--- config.mk ---
export PLATFORM = sky130hd
export DESIGN_NAME = control_sequencer
export DESIGN_NICKNAME = d
export VERILOG_FILES = /design/src/rtl/ctrl_pkg.sv /design/src/rtl/instr_classifier.sv /design/src/rtl/control_sequencer.sv
export SDC_FILE = /design/constraint.sdc
export NUM_CORES = 1
export LEC_CHECK = 0
export CORE_UTILIZATION = 45
export CTS_CLUSTER_DIAMETER = 40
export DETAILED_ROUTE_END_ITERATION = 6
export HOLD_SLACK_MARGIN = 0.15
export PLACE_DENSITY = 0.86
export SLEW_MARGIN = 25
export SYNTH_ARGS = -nofsm -noshare
export SYNTH_HDL_FRONTEND = slang
export SYNTH_SLANG_ARGS = --single-unit
--- constraint.sdc ---
create_clock -name clk -period 4 [get_ports clk]
set_input_delay 0.6 -clock clk [delete_from_list [all_inputs] [get_ports clk]]
set_output_delay 0.6 -clock clk [all_outputs]
set_load 0.01 [all_outputs]
--- src/rtl/ctrl_pkg.sv ---
// Shared types and constants for the control sequencer: FSM states,
// instruction class codes, the halt encoding and the move-pair table.
package ctrl_pkg;

  typedef enum logic [1:0] {
    ST_RUN      = 2'd0,
    ST_MEM_WAIT = 2'd1,
    ST_HALT     = 2'd2
  } state_t;

  // Instruction class lives in instr[8:7].
  localparam logic [1:0] CLS_R   = 2'b00;
  localparam logic [1:0] CLS_BR  = 2'b01;
  localparam logic [1:0] CLS_IMM = 2'b10;
  localparam logic [1:0] CLS_MEM = 2'b11;

  localparam logic [8:0] HALT_CODE = 9'b010000000;

  // Width of the memory wait counter; holds MEM_LAT-1 for MEM_LAT up to 15.
  localparam int WAIT_W = 4;

  // Legal move operand pairs {a,b} = instr[3:0]; entry 0 is the rightmost.
  localparam int MV_PAIRS = 6;
  localparam logic [MV_PAIRS-1:0][3:0] MV_PAIR = {
    4'b1110, 4'b1101, 4'b1001, 4'b1100, 4'b1000, 4'b0100
  };

  // Register routing {src,dst} per pair, selected by instr[4].
  localparam logic [MV_PAIRS-1:0][3:0] MV_ROUTE_LO = {
    4'b0111, 4'b0110, 4'b0100, 4'b0011, 4'b0010, 4'b0001
  };
  localparam logic [MV_PAIRS-1:0][3:0] MV_ROUTE_HI = {
    4'b1110, 4'b1101, 4'b1100, 4'b1011, 4'b1001, 4'b1000
  };

  typedef struct packed {
    logic branch_en;
    logic write_en;
    logic mem_read;
    logic mem_write;
    logic use_immediate;
    logic write_reg_en;
    logic special_en;
  } ctrl_flags_t;

endpackage

--- src/rtl/instr_classifier.sv ---
// Pure combinational decode of one 9-bit instruction word into control
// flags, move routing and the halt/memory indications the FSM needs.
module instr_classifier
  import ctrl_pkg::*;
(
  input  logic [8:0]  instr,
  output ctrl_flags_t flags,
  output logic [1:0]  mv_src,
  output logic [1:0]  mv_dst,
  output logic        is_halt,
  output logic        is_mem
);

  logic       pair_hit;
  logic [3:0] route;
  logic       is_move;

  // Decode class, move table lookup and halt detection.
  always_comb begin
    // NOTE: every output gets a default first so no path leaves it unassigned and infers a latch.
    flags    = '0;
    mv_src   = 2'd0;
    mv_dst   = 2'd0;
    pair_hit = 1'b0;
    route    = 4'd0;
    is_halt  = (instr == HALT_CODE);
    is_mem   = (instr[8:7] == CLS_MEM);

    for (int i = 0; i < MV_PAIRS; i++) begin
      if (instr[3:0] == MV_PAIR[i]) begin
        pair_hit = 1'b1;
        route    = instr[4] ? MV_ROUTE_HI[i] : MV_ROUTE_LO[i];
      end
    end
    is_move = pair_hit && (instr[8:5] == 4'b0000);

    case (instr[8:7])
      CLS_R: begin
        flags.write_en = 1'b1;
        if (is_move) begin
          flags.write_reg_en = 1'b1;
          flags.special_en   = 1'b1;
          mv_src             = route[3:2];
          mv_dst             = route[1:0];
        end
      end
      CLS_BR:  flags.branch_en = !is_halt;
      CLS_IMM: begin
        flags.write_en      = 1'b1;
        flags.use_immediate = 1'b1;
      end
      default: begin
        if (instr[6]) begin
          flags.mem_write = 1'b1;
        end else begin
          flags.mem_read     = 1'b1;
          flags.write_en     = 1'b1;
          flags.write_reg_en = 1'b1;
        end
      end
    endcase
  end

endmodule

--- src/rtl/control_sequencer.sv ---
// Instruction sequencer: accepts one instruction per cycle in RUN, presents
// its registered decode for one cycle, stalls for memory ops, and halts on
// the halt word until restarted.
module control_sequencer
  import ctrl_pkg::*;
#(
  parameter int MEM_LAT = 2,
  parameter int CNT_W   = 16
) (
  input  logic             clk,
  input  logic             rst_n,
  input  logic             instr_valid,
  input  logic [8:0]       instr,
  input  logic             start,
  output logic             instr_ready,
  output logic             ctrl_valid,
  output logic             branch_en,
  output logic             write_en,
  output logic             mem_read,
  output logic             mem_write,
  output logic             use_immediate,
  output logic             write_reg_en,
  output logic             special_en,
  output logic [1:0]       mv_src,
  output logic [1:0]       mv_dst,
  output logic             done,
  output logic [CNT_W-1:0] instr_count
);

  localparam logic [WAIT_W-1:0] WAIT_LOAD = WAIT_W'(MEM_LAT - 1);

  state_t            state, state_nxt;
  logic [WAIT_W-1:0] wait_cnt, wait_nxt;
  logic              done_nxt;
  logic [CNT_W-1:0]  count_nxt;
  logic              accept;

  ctrl_flags_t dec_flags, flags_q;
  logic [1:0]  dec_mv_src, dec_mv_dst;
  logic        dec_is_halt, dec_is_mem;

  instr_classifier u_classifier (
    .instr   (instr),
    .flags   (dec_flags),
    .mv_src  (dec_mv_src),
    .mv_dst  (dec_mv_dst),
    .is_halt (dec_is_halt),
    .is_mem  (dec_is_mem)
  );

  assign instr_ready = (state == ST_RUN);
  assign accept      = instr_valid && instr_ready;

  // Next-state, wait counter, sticky done and saturating count.
  always_comb begin
    state_nxt = state;
    wait_nxt  = wait_cnt;
    done_nxt  = done;
    count_nxt = instr_count;

    case (state)
      ST_RUN: begin
        if (accept) begin
          if (dec_is_halt) begin
            state_nxt = ST_HALT;
            done_nxt  = 1'b1;
          end else if (dec_is_mem && (MEM_LAT > 1)) begin
            state_nxt = ST_MEM_WAIT;
            wait_nxt  = WAIT_LOAD;
          end
        end
      end
      ST_MEM_WAIT: begin
        wait_nxt = wait_cnt - WAIT_W'(1);
        if (wait_cnt == WAIT_W'(1)) state_nxt = ST_RUN;
      end
      ST_HALT: begin
        if (start) begin
          state_nxt = ST_RUN;
          done_nxt  = 1'b0;
        end
      end
      default: state_nxt = ST_RUN;
    endcase

    if (accept && (instr_count != '1)) count_nxt = instr_count + CNT_W'(1);
  end

  // State register and registered control outputs, zeroed when idle.
  always_ff @(posedge clk) begin
    // NOTE: sequential state uses non-blocking assignments so every register samples pre-edge values.
    if (!rst_n) begin
      state       <= ST_RUN;
      wait_cnt    <= '0;
      done        <= 1'b0;
      instr_count <= '0;
      ctrl_valid  <= 1'b0;
      flags_q     <= '0;
      mv_src      <= 2'd0;
      mv_dst      <= 2'd0;
    end else begin
      state       <= state_nxt;
      wait_cnt    <= wait_nxt;
      done        <= done_nxt;
      instr_count <= count_nxt;
      ctrl_valid  <= accept;
      flags_q     <= accept ? dec_flags  : '0;
      mv_src      <= accept ? dec_mv_src : 2'd0;
      mv_dst      <= accept ? dec_mv_dst : 2'd0;
    end
  end

  assign branch_en     = flags_q.branch_en;
  assign write_en      = flags_q.write_en;
  assign mem_read      = flags_q.mem_read;
  assign mem_write     = flags_q.mem_write;
  assign use_immediate = flags_q.use_immediate;
  assign write_reg_en  = flags_q.write_reg_en;
  assign special_en    = flags_q.special_en;

endmodule

**Run 1: sizing map**

Drawn at 8 px/µm.
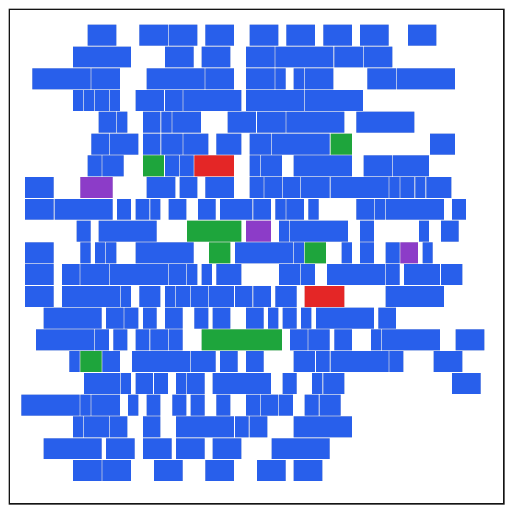
legend:
  red:
    size: drive 6 and up
    cells: 2
    share: 0.88%
  green:
    size: drive 3 to 4
    cells: 7
    share: 3.1%
  purple:
    size: drive 2
    cells: 3
    share: 1.3%
  blue:
    size: drive 1 or less
    cells: 215
    share: 95%
post-route setup slack: 1.79 ns
Buffers excl. clock: 42
final instance area: 2130 µm²
Syn-to-layout area delta: 32.8%

**Run 1: wires at chosen ports, followed through buffers**

Drawn at 4 px/µm.
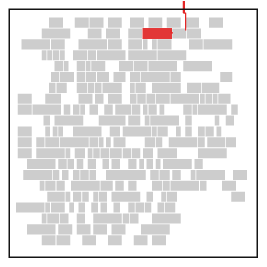
legend:
  red:
    port: write_reg_en
    bits: 1
    direction: output
    end_cells: 1
    buffers: 1
    wire: 6.40 µm
Buffers on Ports: 42
I/O Pins: 43

**Run 1: metal layers overlaid**

Drawn at 8 px/µm. Only two layers are drawn.
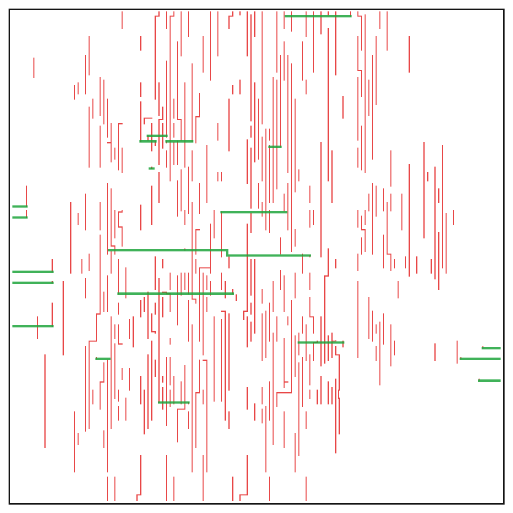
legend:
  green:
    layer: met3
    wire_length: 103 µm
  red:
    layer: met2
    wire_length: 1630 µm
Routed WL: 3470 µm
GRT Overall Usage: 0.206

==> run summary, run 1 <==
logic share of the area -> 0.401
Syn Std Cell Area -> 1600 µm²
Slew HR -> 0.436
Final Non-Filler Cells -> 273
Insertion Delay late pin -> 0.33 ns
top fanout value on the critical path -> 19
CTS root buf -> clkbuf_4
Synth Seq Share -> 0.438
Seq/total area -> 0.330
Synth top area share -> 0.438
Biggest consumer -> sequential cells
post-synth cell types -> 45
main area contributors after synthesis -> dfxtp_1 44%, a21oi_1 4.7%, nor2_1 3.8%, and3_1 3.1%, nand2_1 2.8%
met3 WL -> 103 µm
final hold vios -> 0
Die H -> 61.6 µm
Final setup viols -> 0
seq_cells -> 35
synthesis area per yosys -> 1600 µm²
Post-synth ARST share -> 0
wl on met1 -> 1690 µm
Worst-Margin Slew -> 0.843 ns
Static Leakage -> 0.760 nW
largest register by flop count -> instr_count
post-synthesis cell count -> 181
buffering overhead -> 0.198
Total Die Area -> 3800 µm²
DR vias -> 1510
max-slew violation count -> 0
WL per Instance -> 12.7 µm
htree depth -> 2
HP Class -> reg -> reg
Hold Buf Count CTS -> 0
Biggest Area Class -> logic gates
NumNets Final -> 242
CP Launch Point -> instr_valid
Max Cap Viol -> 0
Fin Clk Skew -> 0.00644 ns
initial drt markers -> 60
Synth Area per Inst -> 8.84 µm²
FF-to-FF path depth -> 5
#MultiIn Comb -> 135
count leader, synth -> dfxtp_1
simple share -> 0.311
ANT cells -> 0
Comb group -> 0.0000779 W
status -> finished, final reports clean
hold path startpoint -> done
Logic area -> 852 µm²
fraction of power consumed by sequential logic -> 0.552
WHS Path Cells -> 2
yosys xor share -> 0.0164
P_int -> 0.000501 W
Max Fclk -> 452 MHz
area fraction in compound gates -> 0.149
maximum vdd drop -> 202 µV
Net Sw Frac -> 0.243
## run 1: critical path, cell delays in order
cell	delay, ns
clkdlybuf4s50_1	0.56
nor3b_4	0.35
o41ai_4	0.26
or4_1	0.55
a21oi_1	0.15
## run 1: per-stage QoR
step / power, W / setup slack [ns] / hold WS [ns] / utilization
floorplan: 0.000415 / 2.20 / 0.458 / -
global placement: 0.000449 / 1.53 / 0.436 / 0.612
detailed placement: 0.000451 / 1.49 / 0.441 / 0.612
CTS: 0.000666 / 1.83 / 0.456 / 0.632
global route: 0.000693 / 1.68 / 0.489 / 0.632
finish: 0.000661 / 1.79 / 0.455 / 0.632
## run 1: per-layer routing
metal	vias up	GRT usage
met4	0	0.0857
met1	722	0.295
li1	752	-
met5	-	0
met3	6	0.0441
met2	30	0.301
**Run 1: cell outlines without signal wires**

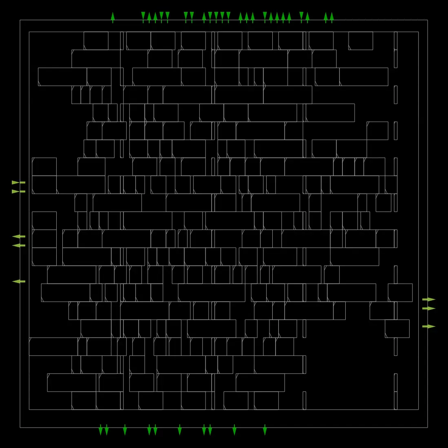

==> run 2, diff against run 1 <==
CORE_UTILIZATION = 43   (was 45)
clock period = 1.9 ns   (was 4 ns; I/O delays follow)
**Run 2: cell outlines without signal wires**

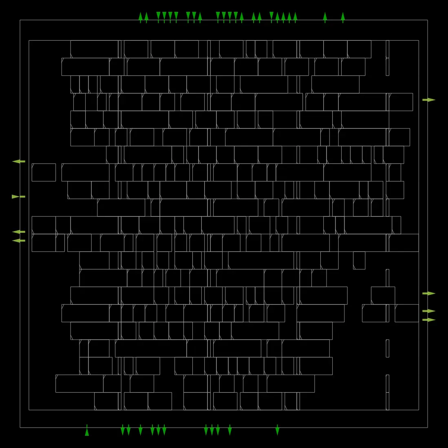
well-tap cell count: 46
fillers: 273
std cell rows: 21

**Run 2: metal layers overlaid**

Drawn at 8 px/µm. Only two layers are drawn.
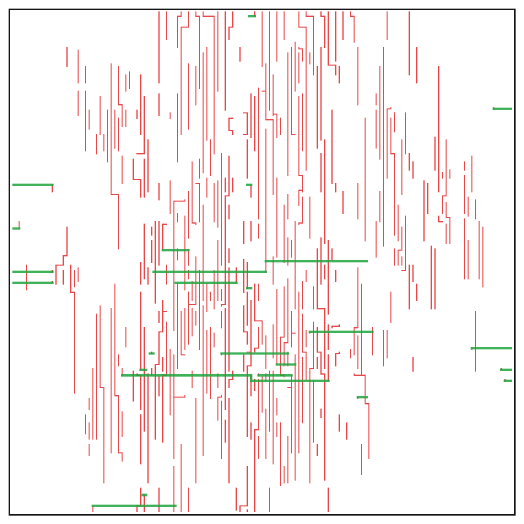
legend:
  green:
    layer: met3
    wire_length: 124 µm
  red:
    layer: met2
    wire_length: 1940 µm
DR vias: 1561
Routed WL: 4030 µm

==> run summary, run 2 <==
final hold vios -> 0
P_int -> 0.00129 W
buffer and inverter count on the worst path -> 1
buffering overhead -> 0.253
Seq/total area -> 0.299
ANT cells -> 0
Buffers on Ports -> 42
Max Cap Viol -> 0
GR Util met1 -> 0.292
met3 WL -> 124 µm
CTS root buf -> clkbuf_8
largest register by flop count -> instr_count
Die H -> 63.0 µm
Crit-path slowest cell -> o41ai_4
CP Launch Point -> instr_count[11]
#MultiIn Comb -> 135
fraction of power consumed by sequential logic -> 0.462
Biggest Area Class -> logic gates
final total power -> 0.00166 W
area fraction in compound gates -> 0.149
Biggest consumer -> sequential cells
met2 Use GR -> 0.333
top fanout value on the critical path -> 6
count leader, synth -> dfxtp_1
Hold Buf Count CTS -> 0
Total Die Area -> 3970 µm²
Synth Area per Inst -> 8.84 µm²
GRT Overall Usage -> 0.223
Net Sw Frac -> 0.225
GR peak layer -> met2
Post-synth ARST share -> 0
CP peak stage delay -> 0.53 ns
wl on met1 -> 1870 µm
logic share of the area -> 0.363
post-synthesis cell count -> 181
Logic area -> 852 µm²
status -> finished, final reports clean
crit-path cells -> nand4_1 > o41ai_4 > buf_4 > mux2i_1 > nor2_1
final instance area -> 2350 µm²
Static Leakage -> 0.897 nW
seq_cells -> 35
hold path startpoint -> done
-- run 2: cell counts after synthesis --
Identical to the previous run, type by type.
-- run 2: per-stage QoR --
stage	hold slack, ns	TNS, ns	worst slack [ns]	cells
global placement	0.445	-0.186	-0.0351	287
detailed placement	0.446	-0.587	-0.0845	287
floorplan	0.357	0	0.101	181
global route	0.487	-0.00127	-0.00127	296
finish	0.464	0	0.145	296
CTS	0.463	0	0.0318	295
-- run 2: worst reg2reg max path, delay by kind of cell, from the launching register on --
family | cells | cell delay (ns)
AOI/OAI and AO/OA | 1 | 0.53
muxes | 1 | 0.18
and+or+nand+nor | 2 | 0.30
DFF | 1 | 0.44
buffers and inverters | 1 | 0.22
Power figures rest on the tool's default switching activity, not on a simulated workload.
